**Run 1: supply network**

Bar = 50 microns. Pins as bars on the die edge.
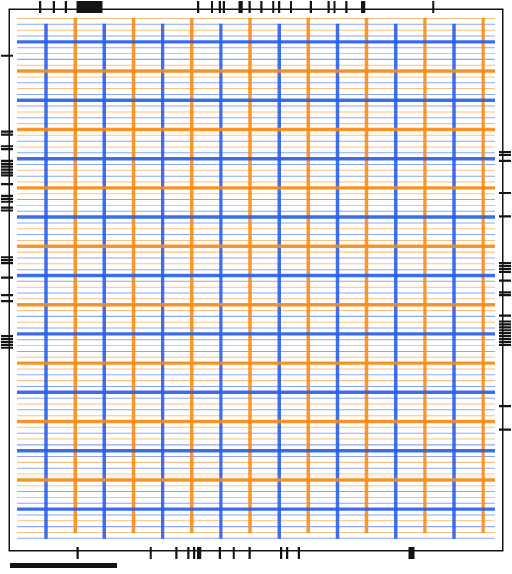
**Run 1: placed cells, one colour a class**

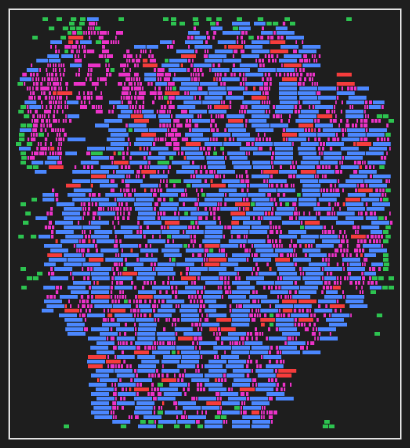
**Run 1: clock network drawn from the DEF**

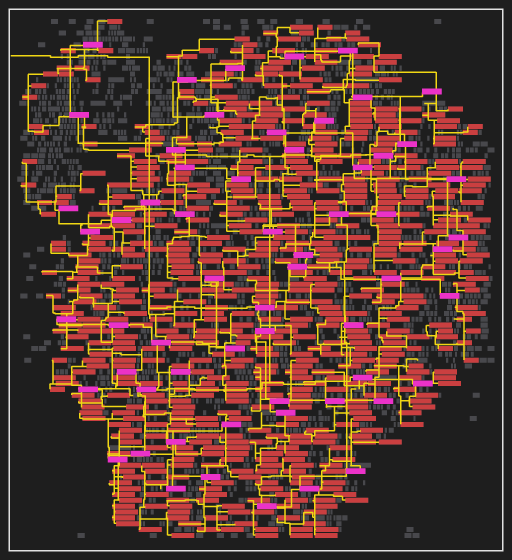
## config.mk

```make
export PLATFORM = sky130hd
export DESIGN_NAME = cic_tx_feeder
export DESIGN_NICKNAME = d
export VERILOG_FILES = /design/src/rtl/cic_tx_pkg.sv /design/src/rtl/iq_fifo.sv /design/src/rtl/cic_tx_feeder.sv
export SDC_FILE = /design/constraint.sdc
export NUM_CORES = 1
export LEC_CHECK = 0
export ABC_AREA = 1
export CORE_ASPECT_RATIO = 1.1
export CORE_MARGIN = 3
export CORE_UTILIZATION = 50
export DETAILED_ROUTE_END_ITERATION = 8
export PLACE_DENSITY = 0.72
export SLEW_MARGIN = 5
export SYNTH_ARGS = -nofsm -noshare
export SYNTH_HDL_FRONTEND = slang
export SYNTH_SLANG_ARGS = --single-unit
```

## constraint.sdc

```tcl
create_clock -name clk -period 6.2 [get_ports clk]
set_clock_uncertainty 0.15 [all_clocks]
set_input_delay 1.24 -clock clk [delete_from_list [all_inputs] [get_ports clk]]
set_output_delay 1.24 -clock clk [all_outputs]
set_load 0.01 [all_outputs]
```

## src/rtl/cic_tx_pkg.sv

```systemverilog
// rtl/cic_tx_pkg.sv - shared constants and types for the CIC transmit feeder
// Holds default sample width, FIFO depth and prefill threshold, the feeder
// state encoding and the packed I/Q pair type.
package cic_tx_pkg;

   localparam int CIC_W       = 18;
   localparam int CIC_DEPTH   = 16;
   localparam int CIC_PREFILL = 8;

   typedef enum logic [1:0] {
      IDLE  = 2'd0,
      PRIME = 2'd1,
      RUN   = 2'd2
   } feed_state_t;

   typedef struct packed {
      logic [CIC_W-1:0] i;
      logic [CIC_W-1:0] q;
   } iq_pair_t;

endpackage

```

## src/rtl/iq_fifo.sv

```systemverilog
// rtl/iq_fifo.sv - single-clock I/Q pair FIFO with flush
// Ports: clk, rst (sync, active-high); push/wdata write side; pop/rdata read
// side (rdata shows the oldest entry, no read latency); flush empties the
// FIFO in one cycle; level/full/empty report occupancy.
module iq_fifo #(
   parameter int DEPTH = 16,
   parameter int DW    = 36
) (
   input  logic                     clk,
   input  logic                     rst,
   input  logic                     push,
   input  logic                     pop,
   input  logic                     flush,
   input  logic [DW-1:0]            wdata,
   output logic [DW-1:0]            rdata,
   output logic [$clog2(DEPTH):0]   level,
   output logic                     full,
   output logic                     empty
);

   localparam int AW = $clog2(DEPTH);

   logic [DW-1:0] mem [DEPTH];
   // Pointers carry one extra wrap bit so full and empty are distinguishable.
   logic [AW:0]   wptr;
   logic [AW:0]   rptr;
   logic          do_push;
   logic          do_pop;

   assign do_push = push & ~full & ~flush & ~rst;
   assign do_pop  = pop & ~empty;

   always_ff @(posedge clk) begin
      if (rst || flush) begin
         wptr <= '0;
         rptr <= '0;
      end else begin
         if (do_push) wptr <= wptr + 1'b1;
         if (do_pop)  rptr <= rptr + 1'b1;
      end
   end

   always_ff @(posedge clk) begin
      if (do_push) mem[wptr[AW-1:0]] <= wdata;
   end

   assign rdata = mem[rptr[AW-1:0]];
   assign level = wptr - rptr;
   assign full  = (level == (AW+1)'(DEPTH));
   assign empty = (level == '0);

endmodule

```

## src/rtl/cic_tx_feeder.sv

```systemverilog
// rtl/cic_tx_feeder.sv - transmit-side I/Q sample feeder for the CIC interpolator
// Ports: clk, rst (sync, active-high); xmt transmit enable; s_valid/s_ready/
// s_i/s_q upstream pair stream; tie per-sample request from the CIC;
// tdix/tdiy samples to the CIC; level FIFO occupancy; running (state RUN);
// under/ucnt sticky underflow flag and saturating count; clr clears both.
module cic_tx_feeder
   import cic_tx_pkg::*;
#(
   parameter int DEPTH   = CIC_DEPTH,
   parameter int W       = CIC_W,
   parameter int PREFILL = CIC_PREFILL
) (
   input  logic                      clk,
   input  logic                      rst,
   input  logic                      xmt,
   input  logic                      s_valid,
   output logic                      s_ready,
   input  logic [W-1:0]              s_i,
   input  logic [W-1:0]              s_q,
   input  logic                      tie,
   output logic [W-1:0]              tdix,
   output logic [W-1:0]              tdiy,
   output logic [$clog2(DEPTH):0]    level,
   output logic                      running,
   output logic                      under,
   output logic [15:0]               ucnt,
   input  logic                      clr
);

   localparam int LW = $clog2(DEPTH) + 1;

   feed_state_t    state;
   feed_state_t    state_nx;
   logic           xmt_q;
   logic           flush;
   logic           push;
   logic           pop;
   logic           fwd;
   logic           uflow;
   logic           s_ready_r;
   logic           full;
   logic           empty;
   logic [2*W-1:0] rdata;
   logic [LW-1:0]  level_nx;
   logic [W-1:0]   tdix_nx;
   logic [W-1:0]   tdiy_nx;
   logic [15:0]    ucnt_r;

   // End of transmission is the falling edge of xmt; the FIFO empties then.
   assign flush   = xmt_q & ~xmt;
   assign s_ready = s_ready_r & ~flush & ~rst;
   assign push    = s_valid & s_ready & ~full;
   assign running = (state == RUN);
   assign ucnt    = ucnt_r;

   // A forwarded pair bypasses the FIFO entirely, so it is neither written nor read.
   iq_fifo #(
      .DEPTH (DEPTH),
      .DW    (2*W)
   ) u_fifo (
      .clk   (clk),
      .rst   (rst),
      .push  (push & ~fwd),
      .pop   (pop),
      .flush (flush),
      .wdata ({s_i, s_q}),
      .rdata (rdata),
      .level (level),
      .full  (full),
      .empty (empty)
   );

   always_ff @(posedge clk) begin
      if (rst) state <= IDLE;
      else     state <= state_nx;
   end

   always_comb begin
      state_nx = state;
      pop      = 1'b0;
      fwd      = 1'b0;
      uflow    = 1'b0;
      tdix_nx  = tdix;
      tdiy_nx  = tdiy;
      if (!xmt) begin
         state_nx = IDLE;
         tdix_nx  = '0;
         tdiy_nx  = '0;
      end else begin
         case (state)
            IDLE:  state_nx = PRIME;
            // Count a push arriving this cycle so output starts one cycle sooner.
            PRIME: if ((level + LW'(push)) >= LW'(PREFILL)) state_nx = RUN;
            RUN: begin
               if (tie) begin
                  if (!empty) begin
                     pop                = 1'b1;
                     {tdix_nx, tdiy_nx} = rdata;
                  end else if (push) begin
                     fwd     = 1'b1;
                     tdix_nx = s_i;
                     tdiy_nx = s_q;
                  end else begin
                     uflow    = 1'b1;
                     state_nx = PRIME;
                     tdix_nx  = '0;
                     tdiy_nx  = '0;
                  end
               end
            end
            default: state_nx = IDLE;
         endcase
      end
   end

   assign level_nx = flush ? '0 : (level + LW'(push & ~fwd) - LW'(pop));

   always_ff @(posedge clk) begin
      if (rst) begin
         xmt_q     <= 1'b0;
         s_ready_r <= 1'b0;
         tdix      <= '0;
         tdiy      <= '0;
         under     <= 1'b0;
         ucnt_r    <= '0;
      end else begin
         xmt_q     <= xmt;
         s_ready_r <= (level_nx != LW'(DEPTH));
         tdix      <= tdix_nx;
         tdiy      <= tdiy_nx;
         // An underflow in the same cycle as clr wins and starts a fresh count of one.
         if (uflow) begin
            under  <= 1'b1;
            ucnt_r <= clr ? 16'd1 : ((ucnt_r == 16'hFFFF) ? ucnt_r : ucnt_r + 16'd1);
         end else if (clr) begin
            under  <= 1'b0;
            ucnt_r <= '0;
         end
      end
   end

endmodule

```

==> impl_metrics.tcl, run 1 <==
# flow metrics
set metrics [dict create \
    seq_share_pct 60.3 \
    inverters 348 \
    yosys.area_share.simple_pct 11.5 \
    worst_reg2reg_endpoint "u_fifo.mem[1][29]" \
    grt_pass1_vias 18000 \
    timing.critical_path.to_type "flop" \
    cp_data_arrival_time_ps 5390 \
    mostFrequentLayoutCells "576 x edfxtp_1, 340 x inv_1, 331 x nand2_1" \
    clock_sink_count 647 \
    grt_max_degree 195 \
    finalMaxSlewViolations 0 \
    antenna_found_initial 0 \
    final.period_utilization_pct 84.3 \
    period_minus_slack_ps 5230 \
    crit_path_max_incr_delay_ps 830 \
    dominant_power_group "sequential cells" \
    area.share.combinational_pct 22.0 \
    cp.buffers_inverters 5 \
    globalRouteMet1Util_pct 30.0 \
    filler_cell_count 4359 \
    report.power.total_uw 8730 \
    place_hpwl_microns 38500 \
    final_net_count 2526 \
    syn_area_per_cell_sq_um 11.4 \
    globalRouteOverflowTotal 0 \
    all_layer_gr_usage_pct 22.6 \
    detail_route.drc_violations 0 \
    synth.cellmix.xorXnorShare_pct 0.320 \
    whs_endpoint "under" \
    largest_register_ffs 576 \
    run_status "finished clean" \
    syn_inst 2411 \
    critical_path_peak_fanout 25 \
    wl_met3_microns 4460 \
]
Notes on 'supply network' above:
legend:
  VDD:
    colour: orange
  VSS:
    colour: blue
met4 straps: 16
signal pins: 102
maximum resistive drop on vdd: 211 uV
die span in y: 251 microns

Notes on 'placed cells, one colour a class' above:
legend:
  remaining logic cells:
    colour: magenta
    cells: 1,619
    share_of_their_area: 27%
  registers:
    colour: blue
    cells: 647
    share_of_their_area: 62%
  clock drivers and dummy loads:
    colour: red
    cells: 114
    share_of_their_area: 6.7%
  remaining buffers and delay cells:
    colour: green
    cells: 134
    share_of_their_area: 4.3%
total core area: 0.0539 sq mm
share of the core filled with cells in the final layout: 57.6%

Notes on 'clock network drawn from the DEF' above:
legend:
  flip-flops:
    colour: red
    count: 647
  clock wires:
    colour: yellow
    length: 6,900 microns
  clock-net drivers:
    colour: magenta
    count: 60
routed clock nets: 61
worst-skew pair later-pin latency: 630 ps
clock group share of total power: 42.7%
Clock Power: 3730 uW

==> run 1 -> run 2 <==
--- a/config.mk
+++ b/config.mk
@@ -10,7 +10,7 @@
 export CORE_MARGIN = 3
 export CORE_UTILIZATION = 50
 export DETAILED_ROUTE_END_ITERATION = 8
-export PLACE_DENSITY = 0.72
+export PLACE_DENSITY = 0.75
 export SLEW_MARGIN = 5
 export SYNTH_ARGS = -nofsm -noshare
 export SYNTH_HDL_FRONTEND = slang
==> constraint.sdc (replaced) <==
create_clock -name clk -period 4.8 [get_ports clk]
set_clock_uncertainty 0.15 [all_clocks]
set_input_delay 0.96 -clock clk [delete_from_list [all_inputs] [get_ports clk]]
set_output_delay 0.96 -clock clk [all_outputs]
set_load 0.01 [all_outputs]
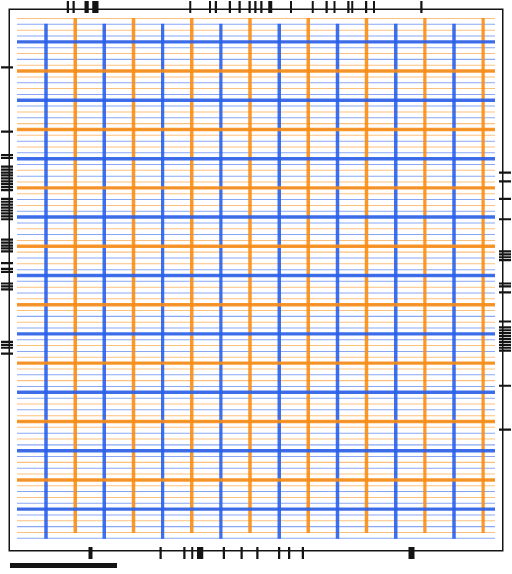
**Above:** run 2 (supply network).
Bar = 50 microns. Pins as bars on the die edge.
maximum resistive drop on vdd: 293 uV
width of the die: 229 microns

==> impl_metrics.tcl, run 2 <==
# flow metrics
set metrics [dict create \
    filler_cell_count 4273 \
    core-area_sq_mm 0.0539 \
    grt_pass1_vias 18000 \
    globalRouteOverflowTotal 0 \
    grt_max_degree 107 \
    finalMaxSlewViolations 0 \
    critical_path_peak_fanout 37 \
    wl_met3_microns 4330 \
    whs_endpoint "under" \
    area.share.combinational_pct 21.8 \
    worst_reg2reg_endpoint "u_fifo.mem[5][16]" \
    inverters 348 \
    synth.cellmix.xorXnorShare_pct 0.320 \
    power.clock.total_uw 4860 \
    clkLatencyLatePin_ps 650 \
    place_hpwl_microns 39100 \
    clock_sink_count 647 \
    detail_route.drc_violations 0 \
    dominant_power_group "sequential cells" \
    globalRouteMet1Util_pct 29.4 \
    run_status "finished clean" \
    largest_register_ffs 576 \
    mostFrequentLayoutCells "576 x edfxtp_1, 340 x inv_1, 331 x nand2_1" \
    final_core_util_pct 58.1 \
]
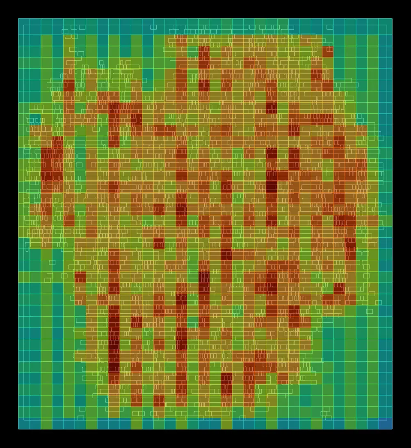
**Above:** run 2 (track usage over the die).
All-Layer GR Usage: 22.6%
routed length per placed instance: 20.3 microns

==> run 2 -> run 3 <==
--- a/config.mk
+++ b/config.mk
@@ -6,6 +6,8 @@
 export NUM_CORES = 1
 export LEC_CHECK = 0
 export ABC_AREA = 1
+export ABC_CLOCK_PERIOD_IN_PS = 4800
+export CAP_MARGIN = 20
 export CORE_ASPECT_RATIO = 1.1
 export CORE_MARGIN = 3
 export CORE_UTILIZATION = 50
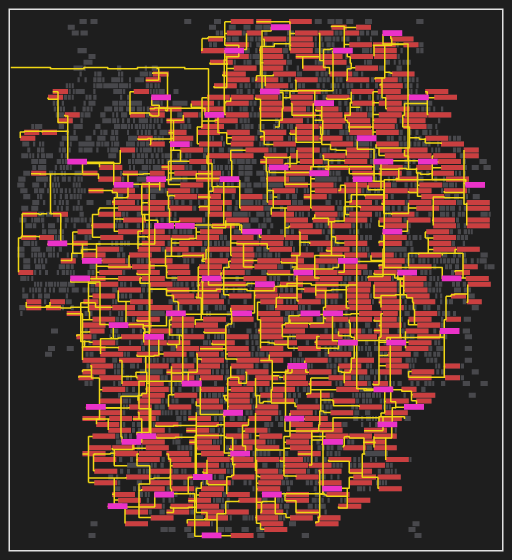
**Above:** run 3 (clock network drawn from the DEF).
legend:
  clock-net drivers:
    colour: magenta
    count: 61
  flip-flops:
    colour: red
    count: 647
  clock wires:
    colour: yellow
    length: 7,080 microns
routed clock nets: 62
worst-skew pair later-pin latency: 650 ps
Clock Power: 4860 uW
clock group share of total power: 42.9%

==> impl_metrics.tcl, run 3 <==
# flow metrics
set metrics [dict create \
    slew_headroom_pct 25.1 \
    final_core_util_pct 58.1 \
    fp.dieArea_sq_mm 0.0576 \
    yosys.area_share.simple_pct 11.5 \
    area.share.combinational_pct 21.8 \
    crit_path_max_incr_delay_ps 510 \
    place_hpwl_microns 39100 \
    critical_path_peak_fanout 37 \
    worst_reg2reg_endpoint "u_fifo.mem[5][16]" \
    r2r_setup_slack_ps 410 \
    largest_register_ffs 576 \
    hold_viol_final 0 \
    layout_top_cell "edfxtp_1" \
    wl_met3_microns 4330 \
    syn_area_per_cell_sq_um 11.4 \
    worst_ir_drop_vdd_uv 293 \
    seq_share_pct 59.8 \
    fin_ws_ps 408 \
    clock_sink_count 647 \
    inverters 348 \
    signal_buffer_area_fraction_pct 4.86 \
    timing.critical_path.max_delay_family "buffers and inverters" \
    mostFrequentLayoutCells "576 x edfxtp_1, 340 x inv_1, 331 x nand2_1" \
    core-area_sq_mm 0.0539 \
    grt_pass1_vias 18000 \
    grt_max_degree 107 \
    die_width_microns 229 \
    report.power.total_uw 11300 \
    synth.cellmix.xorXnorShare_pct 0.320 \
    globalRouteOverflowTotal 0 \
    wire_per_inst_microns 20.3 \
    period_minus_slack_ps 4390 \
    cp_data_arrival_time_ps 4490 \
    timing.critical_path.to_type "flop" \
    dominant_power_group "sequential cells" \
    run_status "finished clean" \
    stdcell_count 3257 \
    final_net_count 2542 \
    cp.buffers_inverters 5 \
    final.period_utilization_pct 91.5 \
    whs_endpoint "under" \
    finalMaxSlewViolations 0 \
    cts.repair_timing.setup_buffer_count 0 \
    syn_inst 2411 \
    detail_route.drc_violations 0 \
    flops 647 \
]
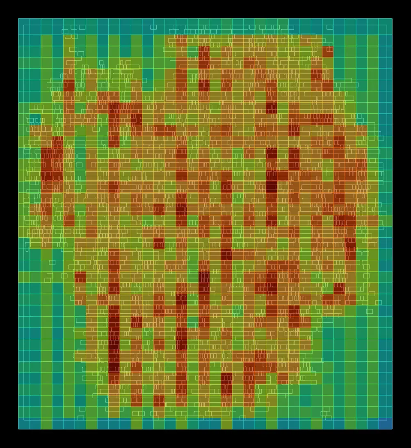
**Above:** run 3 (track usage over the die).
GR met3 Demand/Resource: 3.56%
met1 global-route usage: 29.4%
busiest grt layer: met2
met2 Usage GRT: 38.3%

Power figures rest on the tool's default switching activity, not on a simulated workload.
